--- src/rtl/conv_window_loader.sv ---
// conv_window_loader: fetches 3x3 windows, one channel at a time, from an
// input feature map RAM and presents them to a convolver with output indexing.
module conv_window_loader #(
    parameter int unsigned DATA_W = 8,
    parameter int unsigned IMG_W  = 8,
    parameter int unsigned IMG_H  = 8,
    parameter int unsigned CH     = 3,
    localparam int unsigned OW      = IMG_W - 2,
    localparam int unsigned OH      = IMG_H - 2,
    localparam int unsigned ADDR_W  = $clog2(CH * IMG_H * IMG_W),
    localparam int unsigned OADDR_W = (OW * OH > 1) ? $clog2(OW * OH) : 1,
    localparam int unsigned CH_W    = (CH > 1) ? $clog2(CH) : 1
) (
    input  logic                  CLK,
    input  logic                  RST,
    input  logic                  Index_start,
    output logic [ADDR_W-1:0]     ifmap_addr,
    output logic                  ifmap_ren,
    input  logic [DATA_W-1:0]     ifmap_rdata,
    output logic [9*DATA_W-1:0]   win_data,
    output logic [CH_W-1:0]       ch_idx,
    output logic                  Load_done,
    output logic                  whole_done,
    output logic [OADDR_W-1:0]    out_idx
);

    localparam int unsigned ROW_W = (OH > 1) ? $clog2(OH) : 1;
    localparam int unsigned COL_W = (OW > 1) ? $clog2(OW) : 1;
    localparam int unsigned K_W   = 4;

    typedef enum logic [2:0] {
        S_IDLE,
        S_FETCH,
        S_CAPT,
        S_DONE,
        S_WAIT,
        S_FIN
    } state_t;

    state_t               r_state;
    state_t               w_state_nxt;
    logic [K_W-1:0]       r_k;
    logic [K_W-1:0]       w_k_nxt;
    logic [ROW_W-1:0]     r_row;
    logic [COL_W-1:0]     r_col;
    logic [CH_W-1:0]      r_ch;
    logic                 w_last;
    logic [31:0]          w_tap_r;
    logic [31:0]          w_tap_c;
    logic [31:0]          w_addr_full;
    logic                 r_ren;
    logic [ADDR_W-1:0]    r_addr;
    logic                 r_cap_vld;
    logic [K_W-1:0]       r_cap_k;
    logic [9*DATA_W-1:0]  r_win;
    logic [CH_W-1:0]      r_ch_idx;
    logic [OADDR_W-1:0]   r_out_idx;
    logic                 r_done;
    logic                 r_whole;

    assign ifmap_addr = r_addr;
    assign ifmap_ren  = r_ren;
    assign win_data   = r_win;
    assign ch_idx     = r_ch_idx;
    assign Load_done  = r_done;
    assign whole_done = r_whole;
    assign out_idx    = r_out_idx;

    // Current window is the final one of the map (last pixel, last channel).
    assign w_last = (r_row == ROW_W'(OH - 1)) && (r_col == COL_W'(OW - 1))
                 && (r_ch == CH_W'(CH - 1));

    // State register.
    always_ff @(posedge CLK) begin
        if (!RST) begin
            r_state <= S_IDLE;
        end else begin
            r_state <= w_state_nxt;
        end
    end

    // Next-state and tap counter sequencing.
    always_comb begin
        w_state_nxt = r_state;
        w_k_nxt     = r_k;
        case (r_state)
            S_IDLE: begin
                w_state_nxt = S_FETCH;
                w_k_nxt     = '0;
            end
            S_FETCH: begin
                if (r_k == K_W'(8)) begin
                    w_state_nxt = S_CAPT;
                    w_k_nxt     = '0;
                end else begin
                    w_k_nxt = r_k + K_W'(1);
                end
            end
            S_CAPT: w_state_nxt = S_DONE;
            S_DONE: w_state_nxt = w_last ? S_FIN : S_WAIT;
            S_WAIT: begin
                if (Index_start) begin
                    w_state_nxt = S_FETCH;
                    w_k_nxt     = '0;
                end
            end
            S_FIN:   w_state_nxt = S_FIN;
            default: w_state_nxt = S_IDLE;
        endcase
    end

    // RAM address of the tap issued next cycle.
    always_comb begin
        w_tap_r     = 32'(w_k_nxt) / 32'd3;
        w_tap_c     = 32'(w_k_nxt) % 32'd3;
        w_addr_full = 32'(r_ch) * IMG_H * IMG_W
                    + (32'(r_row) + w_tap_r) * IMG_W
                    + 32'(r_col) + w_tap_c;
    end

    // Read port, handshake flags, window position counters.
    always_ff @(posedge CLK) begin
        if (!RST) begin
            r_k       <= '0;
            r_row     <= '0;
            r_col     <= '0;
            r_ch      <= '0;
            r_ren     <= 1'b0;
            r_addr    <= '0;
            r_cap_vld <= 1'b0;
            r_cap_k   <= '0;
            r_done    <= 1'b0;
            r_whole   <= 1'b0;
            r_ch_idx  <= '0;
            r_out_idx <= '0;
        end else begin
            r_k       <= w_k_nxt;
            r_ren     <= (w_state_nxt == S_FETCH);
            r_addr    <= (w_state_nxt == S_FETCH) ? ADDR_W'(w_addr_full) : '0;
            r_cap_vld <= r_ren;
            r_cap_k   <= r_k;
            r_done    <= (w_state_nxt == S_DONE);
            if (w_state_nxt == S_DONE) begin
                r_ch_idx  <= r_ch;
                r_out_idx <= OADDR_W'(32'(r_row) * OW + 32'(r_col));
                if (w_last) begin
                    r_whole <= 1'b1;
                end
            end
            if ((r_state == S_DONE) && !w_last) begin
                if (r_ch == CH_W'(CH - 1)) begin
                    r_ch <= '0;
                    if (r_col == COL_W'(OW - 1)) begin
                        r_col <= '0;
                        r_row <= r_row + ROW_W'(1);
                    end else begin
                        r_col <= r_col + COL_W'(1);
                    end
                end else begin
                    r_ch <= r_ch + CH_W'(1);
                end
            end
        end
    end

    // Capture returning read data into its tap slot, one cycle after the address.
    always_ff @(posedge CLK) begin
        if (!RST) begin
            r_win <= '0;
        end else if (r_cap_vld) begin
            for (int k = 0; k < 9; k++) begin
                if (r_cap_k == K_W'(k)) begin
                    r_win[k*DATA_W +: DATA_W] <= ifmap_rdata;
                end
            end
        end
    end

endmodule

--- config.mk ---
export PLATFORM = sky130hd
export DESIGN_NAME = conv_window_loader
export DESIGN_NICKNAME = d
export VERILOG_FILES = /design/src/rtl/conv_window_loader.sv
export SDC_FILE = /design/constraint.sdc
export NUM_CORES = 1
export LEC_CHECK = 0
export ABC_AREA = 1
export CORE_ASPECT_RATIO = 1.5
export CORE_MARGIN = 2
export CORE_UTILIZATION = 55
export CTS_CLUSTER_DIAMETER = 100
export DETAILED_ROUTE_END_ITERATION = 8
export PLACE_DENSITY = 0.94
export SYNTH_ARGS = -nofsm -noshare
export SYNTH_HDL_FRONTEND = slang
export SYNTH_SLANG_ARGS = --single-unit
--- constraint.sdc ---
create_clock -name CLK -period 10.5 [get_ports CLK]
set_clock_uncertainty 0.1 [all_clocks]
set_input_delay 1.575 -clock CLK [delete_from_list [all_inputs] [get_ports CLK]]
set_output_delay 1.575 -clock CLK [all_outputs]
set_load 0.02 [all_outputs]
layers.png
(2 px per um)
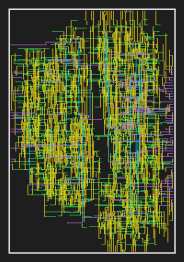
M2 -> yellow  # wire length 6,760 um
M4 -> cyan  # wire length 542 um
M3 -> purple  # wire length 1,010 um
M1 -> green  # wire length 4,700 um

clock_nets.png
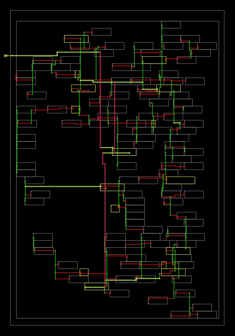
cts bufs inserted: 9
clock sinks: 111
clk latency late pin: 350 ps

m3.png
(4 px per um)
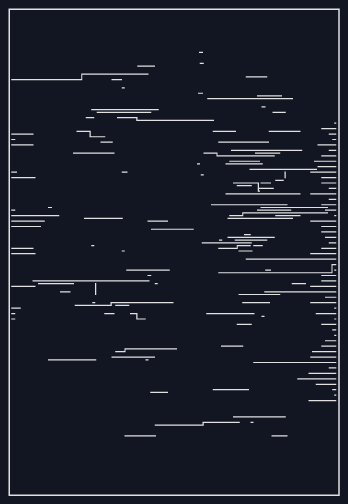
share of all routed wire = 7.8%
main direction = horizontal

==> changes_impl.md <==
## Flow update

* Clk root buf: clkbuf_16
* CTS tree: built
* Top cell excl fill/tap: nor2_1
* Status: finished, final reports clean
* Cell area after synthesis at 5030 sq um
* Critical path type: in -> reg
* Fin crit share at 0.618
* IO buf count at 101
* Largest net degree at the start of global routing at 90
* Placed Area at 6110 sq um
* M2 GR Usage at 0.472
* Global-route wire length before repair at 20,800 um
* Finished Layout Cells at 865
* Final antenna-violating net count at 0
* Sw frac at 0.229
* Largest buffer count on any clock path at 2
* Final HPWL DP at 9320 um
* Worst rel slew slack at 0.525
* PwrDens at 128 nW/um^2
* Fin nets at 793
* Pins Over Slew Limit at 0
* Max IR drop VDD at 0.0000949 V
* # IOs at 102
* Share of post-route cells with drive strength above 1 at 0.0596
* Yosys cell types at 34
* Startpoint Class: input port
* Max cap viols at 0
* Area leader, netlist: dfxtp_1
* Routability cong. at 0.923
* Clock slew at reported path FFs at 70 ps
* Count of tool warnings at 32
* Setup TNS Final at 0 ps
* Required @ worst endpoint at 10,640 ps
* Post-synth regs at 111
* Final core utilization at 0.721
* Die Height at 121 um
* GRT Overall Usage at 0.269
* Cts hold-fix bufs at 0
* Initial antenna violation count at 0
* Syn Area/Cell at 7.64 sq um
* Most common cell on crit path: ha_1
* Part of the power in registers at 0.526
* Crit-path max FO at 9
* Gate Count Post-Synth at 658
* Diode count at 0
* Logic pwr share at 0.059
* Fillers at 617
* Yosys chip area at 5030 sq um
* Period minus WS final at 6480 ps
* Total gr overflow at 0
* Most frequent cells in the layout: nor2_1, dfxtp_1, clkdlybuf4s50_1, o21ai_0, inv_1
* Area leader share at 0.442
* Cell total after placement at 849
* Sequential area share after synthesis at 0.442
* Fp util at 0.566
* HP Class: reg -> reg
* Worst Path Arrival at 6620 ps
* CP Buf/Inv Count at 5
* Floorplan net count at 701
* Via Count at 4,760
* Yosys warns at 0
* CP max stage cell: clkdlybuf4s50_1
* Design area at 6400 sq um
* Top cells by area, synth: dfxtp_1, nor2_1, o21ai_0
* Drt via density at 5.50
* Die area at 9940 sq um
* TritonRoute pass-1 iters at 5
* Worst setup EP type: register
* Row cnt at 42
* Area growth syn-to-layout at 27.4%
* Hold Violations, Final at 0
* Achievable Freq at 154 MHz
* Setup bufs post-CTS at 0
* DRC at 0
* Wire per inst at 15.0 um
* M3 GR Usage at 0.0588
* Final setup violation count at 0
* Final WL at 13,000 um
* Core area at 8880 sq um
* Die width at 82.1 um
* Max incr delay on CP at 490 ps
* H-tree levels at 3
gates.png
(2 px per um)
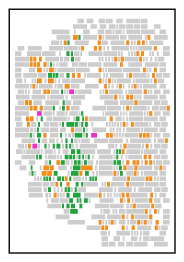
nand cells -> green  # cells 94, most used nand2_1
aoi and oai cells -> orange  # cells 132, most used o21ai_0, where widely spread
non-inverting ao/oa cells -> magenta  # cells 4, most used o21a_1

clock_wires.png
(4 px per um)
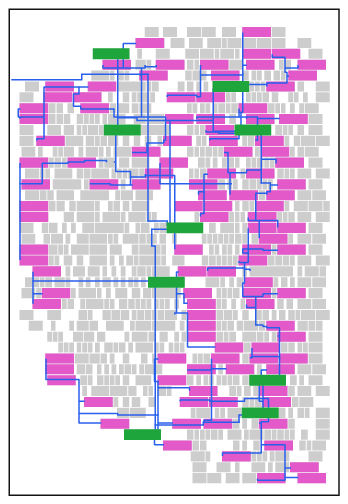
flip-flops -> magenta  # count 111
clock-net drivers -> green  # count 9
clock wires -> blue  # length 1,140 um
routed clock nets = 10

worst register-to-register path: cells and delay by family (launching register included):
family | cells | cell delay [ps]
simple gates | 18 | 1820
xor+xnor | 3 | 580
compound gates | 1 | 180
buf+inv | 4 | 280
fa+ha+maj | 8 | 2030
flops | 1 | 440
logic make-up after synthesis:
family                   after synthesis  share of synthesized area
flip-flops                           111                      0.442
adder cells (fa/ha/maj)               32                     0.0871
AND/OR/NAND/NOR                      262                      0.226
AND-OR/OR-AND                        136                      0.146
XOR/XNOR                              12                     0.0209
buffers and inverters                105                     0.0784
cell usage after synthesis:
master and instances:
o21ai_0 82, inv_2 4, nand4_1 6, o21a_1 2
a31oi_1 3, nand3_1 21, nor2_2 3, o211ai_1 3
nor3b_1 1, nor2_4 1, inv_1 79, nand2_4 6
nor3_1 3, nor2_8 1, o22ai_1 1, clkbuf_1 14
dfxtp_1 111, a21o_1 1, or2_2 1, nor2_1 157
buf_1 8, a211oi_1 4, a41oi_1 1, a21oi_4 1
ha_1 27, nand2_1 52, a22o_1 1, xor2_1 5
o32ai_1 1, a21oi_1 36, and2_1 1, fa_1 5
nand2_2 9, xnor2_1 7
per-layer routing:
metal,share of wire,vias to the layer above
li1,-,2283
met1,0.36,2216
met2,0.52,220
met3,0.078,41
met4,0.042,0
met5,0,-
power groups by stage:
stage          clock (mW)  sequential [mW]  combinational [mW]
5_1_grt             0.358            0.430              0.0530
6_report            0.339            0.429              0.0483
4_1_cts             0.344            0.429              0.0479
2_1_floorplan           0            0.443              0.0241
3_3_place_gp            0            0.439              0.0459
3_5_place_dp            0            0.439              0.0473
registers in the layout (all words and copies together), names as in the netlist:
name and count:
Load_done 1, ch_idx 2, ifmap_addr 8, ifmap_ren 1, out_idx 6, r_cap_k 4, r_cap_vld 1, r_ch 2
r_col 3, r_k 4, r_row 3, r_state 3, whole_done 1, win_data 72
per-stage QoR:
step           hold slack, ps  power (mW)  worst slack, ps
2_1_floorplan             358       0.467             4730
3_3_place_gp              333       0.485             4040
3_5_place_dp              338       0.486             3740
4_1_cts                   348       0.822             4090
5_1_grt                   367       0.840             3630
6_report                  347       0.817             4020
final timing paths:
| kind | startpoint | end | slack [ps] | cells after the start |
|---|---|---|---|---|
| worst min register to register | win_data[29] | win_data[29] | 350 | 2 |
| worst max-delay path | Index_start | ifmap_addr[7] | 4020 | 32 |
| worst min-delay path | win_data[29] | win_data[29] | 350 | 2 |
| worst max register to register | r_k[0] | ifmap_addr[7] | 4980 | 34 |
layout make-up:
class,count,area [sq um],share of cell area
well taps,110,138,0.0215
inverters,83,312,0.0486
flip-flops and latches,111,2220,0.347
clock inverters,6,66.3,0.0104
multi-input cells,442,2420,0.377
repair buffers,103,1020,0.159
clock buffers,10,229,0.0357
No activity file was given, so power comes from the tool's default toggle rates.
